===== src/rtl/ele_pkg.sv =====
`default_nettype none
// ============================================================================
//  Module   : ele_pkg
//  Brief    : Shared state, run-mode and floor encodings for the elevator.
//  Revision : 1.0  initial release
// ============================================================================
package ele_pkg;

    typedef enum logic [1:0] {
        IDLE      = 2'd0,
        MOVE_UP   = 2'd1,
        MOVE_DOWN = 2'd2,
        DOOR_OPEN = 2'd3
    } state_t;

    localparam logic [1:0] UD_STOP = 2'b00;
    localparam logic [1:0] UD_UP   = 2'b01;
    localparam logic [1:0] UD_DOWN = 2'b10;

    localparam logic [3:0] FLOOR1 = 4'b0001;
    localparam logic [3:0] FLOOR2 = 4'b0010;
    localparam logic [3:0] FLOOR3 = 4'b0100;
    localparam logic [3:0] FLOOR4 = 4'b1000;

    function automatic logic [1:0] onehot2bin(input logic [3:0] oh);
        logic [1:0] idx;
        case (oh)
            FLOOR2:  idx = 2'd1;
            FLOOR3:  idx = 2'd2;
            FLOOR4:  idx = 2'd3;
            default: idx = 2'd0;
        endcase
        return idx;
    endfunction

endpackage
`default_nettype wire


===== src/rtl/ele_motion_ctrl_if.sv =====
`default_nettype none
// ============================================================================
//  Module   : ele_motion_ctrl_if
//  Brief    : Request-processor <-> motion controller bundle.
//             open_btn exists only when ELE_DOOR_REOPEN_EN is defined.
//  Revision : 1.0  initial release
// ============================================================================
interface ele_motion_ctrl_if;

`ifdef ELE_DOOR_REOPEN_EN
    logic       open_btn;
`endif
    logic [1:0] ud_mode;
    logic [3:0] all_req;
    logic [3:0] position;
    logic [1:0] floor_idx;
    logic       door_open;
    logic       moving;
    logic [1:0] dir;

    modport master (
`ifdef ELE_DOOR_REOPEN_EN
        output open_btn,
`endif
        output ud_mode, all_req,
        input  position, floor_idx, door_open, moving, dir
    );

    modport slave (
`ifdef ELE_DOOR_REOPEN_EN
        input  open_btn,
`endif
        input  ud_mode, all_req,
        output position, floor_idx, door_open, moving, dir
    );

endinterface
`default_nettype wire


===== src/rtl/ele_tick_timer.sv =====
`default_nettype none
// ============================================================================
//  Module   : ele_tick_timer
//  Brief    : Clearable tick counter with terminal-count compare against the
//             travel or door limit.
//  Revision : 1.0  initial release
// ============================================================================
module ele_tick_timer #(
    parameter int CNT_W        = 8,
    parameter int TRAVEL_TICKS = 64,
    parameter int DOOR_TICKS   = 96
) (
    input  wire logic clk,
    input  wire logic rst,
    input  wire logic i_clr,
    input  wire logic i_selDoor,
    output logic      o_tc
);

    localparam logic [CNT_W-1:0] c_TRAVEL_LAST = CNT_W'(TRAVEL_TICKS - 1);
    localparam logic [CNT_W-1:0] c_DOOR_LAST   = CNT_W'(DOOR_TICKS - 1);

    logic [CNT_W-1:0] r_cnt;

    always_ff @(posedge clk) begin
        if (rst || i_clr) begin
            r_cnt <= '0;
        end else begin
            r_cnt <= r_cnt + CNT_W'(1);
        end
    end

    assign o_tc = (r_cnt == (i_selDoor ? c_DOOR_LAST : c_TRAVEL_LAST));

endmodule
`default_nettype wire


===== src/rtl/ele_motion_ctrl.sv =====
`default_nettype none
// ============================================================================
//  Module   : ele_motion_ctrl
//  Brief    : Car motion and door sequencer; all outputs registered.
//             Optional door reopen button under ELE_DOOR_REOPEN_EN.
//  Revision : 1.0  initial release
// ============================================================================
module ele_motion_ctrl
    import ele_pkg::*;
#(
    parameter int TRAVEL_TICKS = 64,
    parameter int DOOR_TICKS   = 96,
    parameter int CNT_W        = 8
) (
    input  wire logic          clk,
    input  wire logic          rst,
    ele_motion_ctrl_if.slave   bus
);

    state_t     r_state;
    state_t     w_nextState;
    logic [3:0] r_position;
    logic [3:0] w_nextPos;
    logic [1:0] r_floorIdx;
    logic       r_doorOpen;
    logic       r_moving;
    logic [1:0] r_dir;
    logic       w_tc;
    logic       w_reopen;
    logic       w_cntClr;
    logic       w_openBtn;

`ifdef ELE_DOOR_REOPEN_EN
    assign w_openBtn = bus.open_btn;
`else
    assign w_openBtn = 1'b0;
`endif

    always_comb begin
        w_nextState = r_state;
        w_nextPos   = r_position;
        w_reopen    = 1'b0;
        case (r_state)
            IDLE: begin
                if (w_openBtn || (|(bus.all_req & r_position))) begin
                    w_nextState = DOOR_OPEN;
                end else if (bus.ud_mode == UD_UP && r_position != FLOOR4) begin
                    w_nextState = MOVE_UP;
                end else if (bus.ud_mode == UD_DOWN && r_position != FLOOR1) begin
                    w_nextState = MOVE_DOWN;
                end
            end
            MOVE_UP: begin
                if (w_tc) begin
                    // Stop decision sees all_req before the arrived floor is cleared upstream
                    w_nextPos = {r_position[2:0], 1'b0};
                    if ((|(bus.all_req & w_nextPos)) || w_nextPos == FLOOR4 ||
                        bus.ud_mode != UD_UP) begin
                        w_nextState = DOOR_OPEN;
                    end
                end
            end
            MOVE_DOWN: begin
                if (w_tc) begin
                    w_nextPos = {1'b0, r_position[3:1]};
                    if ((|(bus.all_req & w_nextPos)) || w_nextPos == FLOOR1 ||
                        bus.ud_mode != UD_DOWN) begin
                        w_nextState = DOOR_OPEN;
                    end
                end
            end
            DOOR_OPEN: begin
                if (w_openBtn) begin
                    w_reopen = 1'b1;
                end else if (w_tc) begin
                    w_nextState = IDLE;
                end
            end
            default: w_nextState = IDLE;
        endcase
    end

    // Counter sits at zero in IDLE and restarts on every entry or floor crossing
    assign w_cntClr = (r_state == IDLE) || (w_nextState != r_state) || w_reopen ||
                      (w_tc && (r_state == MOVE_UP || r_state == MOVE_DOWN));

    ele_tick_timer #(
        .CNT_W        (CNT_W),
        .TRAVEL_TICKS (TRAVEL_TICKS),
        .DOOR_TICKS   (DOOR_TICKS)
    ) u_timer (
        .clk       (clk),
        .rst       (rst),
        .i_clr     (w_cntClr),
        .i_selDoor (r_state == DOOR_OPEN),
        .o_tc      (w_tc)
    );

    always_ff @(posedge clk) begin
        if (rst) begin
            r_state    <= IDLE;
            r_position <= FLOOR1;
            r_floorIdx <= 2'd0;
            r_doorOpen <= 1'b0;
            r_moving   <= 1'b0;
            r_dir      <= UD_STOP;
        end else begin
            r_state    <= w_nextState;
            r_position <= w_nextPos;
            r_floorIdx <= onehot2bin(w_nextPos);
            r_doorOpen <= (w_nextState == DOOR_OPEN);
            r_moving   <= (w_nextState == MOVE_UP) || (w_nextState == MOVE_DOWN);
            r_dir      <= (w_nextState == MOVE_UP)   ? UD_UP   :
                          (w_nextState == MOVE_DOWN) ? UD_DOWN : UD_STOP;
        end
    end

    assign bus.position  = r_position;
    assign bus.floor_idx = r_floorIdx;
    assign bus.door_open = r_doorOpen;
    assign bus.moving    = r_moving;
    assign bus.dir       = r_dir;

endmodule
`default_nettype wire

===== src/flat_wrapper.sv =====
// flat-port wrapper written by rule: the top's interface ports become plain ports
module ele_motion_ctrl_flat import ele_pkg::*;
#(
    parameter int TRAVEL_TICKS = 64,
    parameter int DOOR_TICKS   = 96,
    parameter int CNT_W        = 8
)
  (clk, rst, bus_ud_mode, bus_all_req, bus_position, bus_floor_idx, bus_door_open, bus_moving, bus_dir);
  ele_motion_ctrl_if bus_i ();
  input  wire logic clk;
  input  wire logic rst;
  input wire logic [$bits(bus_i.ud_mode)-1:0] bus_ud_mode;
  input wire logic [$bits(bus_i.all_req)-1:0] bus_all_req;
  output wire logic [$bits(bus_i.position)-1:0] bus_position;
  output wire logic [$bits(bus_i.floor_idx)-1:0] bus_floor_idx;
  output wire logic [$bits(bus_i.door_open)-1:0] bus_door_open;
  output wire logic [$bits(bus_i.moving)-1:0] bus_moving;
  output wire logic [$bits(bus_i.dir)-1:0] bus_dir;
  assign bus_i.ud_mode = bus_ud_mode;
  assign bus_i.all_req = bus_all_req;
  assign bus_position = bus_i.position;
  assign bus_floor_idx = bus_i.floor_idx;
  assign bus_door_open = bus_i.door_open;
  assign bus_moving = bus_i.moving;
  assign bus_dir = bus_i.dir;
  ele_motion_ctrl #(.TRAVEL_TICKS(TRAVEL_TICKS), .DOOR_TICKS(DOOR_TICKS), .CNT_W(CNT_W)) u_core (.clk(clk), .rst(rst), .bus(bus_i));
endmodule

===== config.mk =====
export PLATFORM = sky130hd
export DESIGN_NAME = ele_motion_ctrl_flat
export DESIGN_NICKNAME = d
export VERILOG_FILES = /design/src/rtl/ele_pkg.sv /design/src/rtl/ele_motion_ctrl_if.sv /design/src/rtl/ele_tick_timer.sv /design/src/rtl/ele_motion_ctrl.sv /design/src/flat_wrapper.sv
export SDC_FILE = /design/constraint.sdc
export NUM_CORES = 1
export LEC_CHECK = 0
export ABC_AREA = 1
export CORE_MARGIN = 3
export CORE_UTILIZATION = 47
export DETAILED_ROUTE_END_ITERATION = 8
export GPL_TIMING_DRIVEN = 1
export HOLD_SLACK_MARGIN = 0.15
export PLACE_DENSITY = 0.84
export SETUP_SLACK_MARGIN = 0.3
export SLEW_MARGIN = 40
export SYNTH_ARGS = -nofsm -noshare
export SYNTH_HDL_FRONTEND = slang
export SYNTH_HIERARCHICAL = 1
export SYNTH_SLANG_ARGS = --single-unit

===== constraint.sdc =====
create_clock -name clk -period 2 [get_ports clk]
set_input_delay 0.3 -clock clk [delete_from_list [all_inputs] [get_ports clk]]
set_output_delay 0.3 -clock clk [all_outputs]
set_load 0.03 [all_outputs]

==> flow_metrics.tcl <==
# implementation run metrics
set metrics [dict create \
    die_area_mm2 0.00319 \
    die.size.y_um 56.5 \
    worst_pin_slew_ns 0.327 \
    finalSetupViolations 11 \
    design.seq.count 20 \
    timing.final.ws_setup_ns -0.185 \
    gr-total-overflow 0 \
    pwr_total_uw 2090 \
    remaining_drc_errors 0 \
    cp-start-kind "flop" \
    cts_resized 25 \
    hold_path.class "flop to flop" \
    power_frac_comb_pct 66.1 \
    power_leakage_uw 0.000859 \
    floorplan.core_util_pct 51.7 \
    post_synth_main_area_contributors "sky130_fd_sc_hd__dfxtp_1, sky130_fd_sc_hd__nand2_1, sky130_fd_sc_hd__nor2_1, sky130_fd_sc_hd__ha_1, sky130_fd_sc_hd__inv_1" \
    finalClockSkew_ns 0.00713 \
    power.combinational.total_uw 1380 \
    finalCoreUtilization_pct 79.5 \
    worstPathMaxFanout 6 \
    hpwl_mm 2.51 \
    outcome "finished, violations left" \
    cp_data_required_time_ns 2.24 \
    antenna_found_initial 0 \
    postSynthSeqShare_pct 33.4 \
    share_of_yosys_cell_area_claimed_by_the_top_area_cell_type_pct 33.4 \
    detailroute.wirelength.met3_um 265 \
    synth.top_cells.by_count "sky130_fd_sc_hd__nand2_1, sky130_fd_sc_hd__nor2_1, sky130_fd_sc_hd__inv_1" \
    failed_checks "negative setup slack" \
    cts-root-buf "sky130_fd_sc_hd__clkbuf_4" \
    ys_area_mm2 0.00120 \
    postCtsHoldBufs 0 \
    globalRouteTotalUtil_pct 24.1 \
    vias_in_the_first_global_route 1406 \
    postSynth.topFlopCell "sky130_fd_sc_hd__dfxtp_1" \
    setup_repair_after_global_routing_missed_its_margin "yes" \
    clock_group_uw 183 \
    top_layer "met4" \
]
-- final timing paths --
kind,from,to,cells after the start
setup / recovery,u_core/r_state[0],u_core/u_timer/r_cnt[4],18
hold / removal,u_core/u_timer/r_cnt[3],u_core/u_timer/r_cnt[3],2
setup reg to reg,u_core/r_state[0],u_core/u_timer/r_cnt[4],18
hold reg to reg,u_core/u_timer/r_cnt[3],u_core/u_timer/r_cnt[3],2
-- layout by cell type (no fill, tap or decap), types with 2 or more instances in the layout --
cell type / synthesis / routed
sky130_fd_sc_hd__inv_2: 2 / 6
sky130_fd_sc_hd__nand2_4: 1 / 4
sky130_fd_sc_hd__nor2_4: 1 / 4
sky130_fd_sc_hd__a21oi_1: 8 / 5
sky130_fd_sc_hd__nand2_1: 52 / 45
sky130_fd_sc_hd__buf_6: 0 / 5
sky130_fd_sc_hd__clkdlybuf4s50_1: 0 / 13
sky130_fd_sc_hd__nor2_1: 31 / 23
sky130_fd_sc_hd__a21oi_2: 0 / 3
sky130_fd_sc_hd__clkinv_2: 0 / 2
sky130_fd_sc_hd__inv_1: 21 / 16
sky130_fd_sc_hd__dfxtp_1: 20 / 16
sky130_fd_sc_hd__dfxtp_2: 0 / 4
sky130_fd_sc_hd__ha_4: 0 / 4
sky130_fd_sc_hd__dlygate4sd2_1: 0 / 4
sky130_fd_sc_hd__nand3_2: 1 / 6
sky130_fd_sc_hd__clkbuf_4: 0 / 3
sky130_fd_sc_hd__nor2_2: 3 / 8
sky130_fd_sc_hd__ha_1: 8 / 3
sky130_fd_sc_hd__buf_4: 0 / 25
sky130_fd_sc_hd__nand2_2: 2 / 6
sky130_fd_sc_hd__o21ai_2: 3 / 3
sky130_fd_sc_hd__nand3_1: 14 / 9
**Met2 routing**

(4 px per µm)
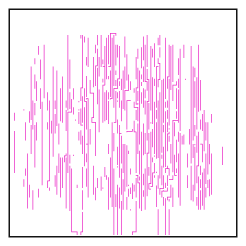
share of all routed wire: 51%
longest straight run: 29.2 µm
main direction: vertical
wire length on this layer: 1960 µm
nets with wire on the layer: 207
routing usage on met2: 44.1%
detailed-route via count: 1381
final wirelength: 3.84 mm

**PDN straps and rails**

(6 px per µm) Pins as bars on the die edge. Tap cells in grey.
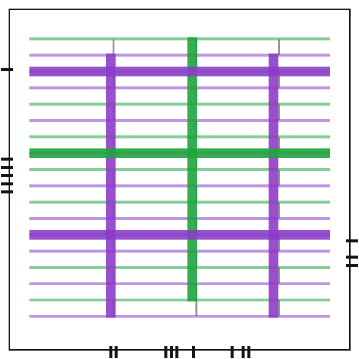
| net | colour |
|---|---|
| VDD | green |
| VSS | purple |
rows: 17
met4 straps: 3
tap cells: 28
signal pins: 18

**M3 wires**

(4 px per µm)
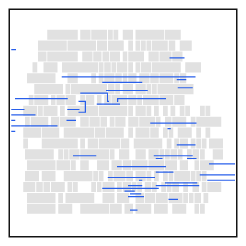
nets with wire on the layer: 33
share of all routed wire: 6.9%
main direction: horizontal
longest straight run: 33.1 µm
wire length on this layer: 266 µm

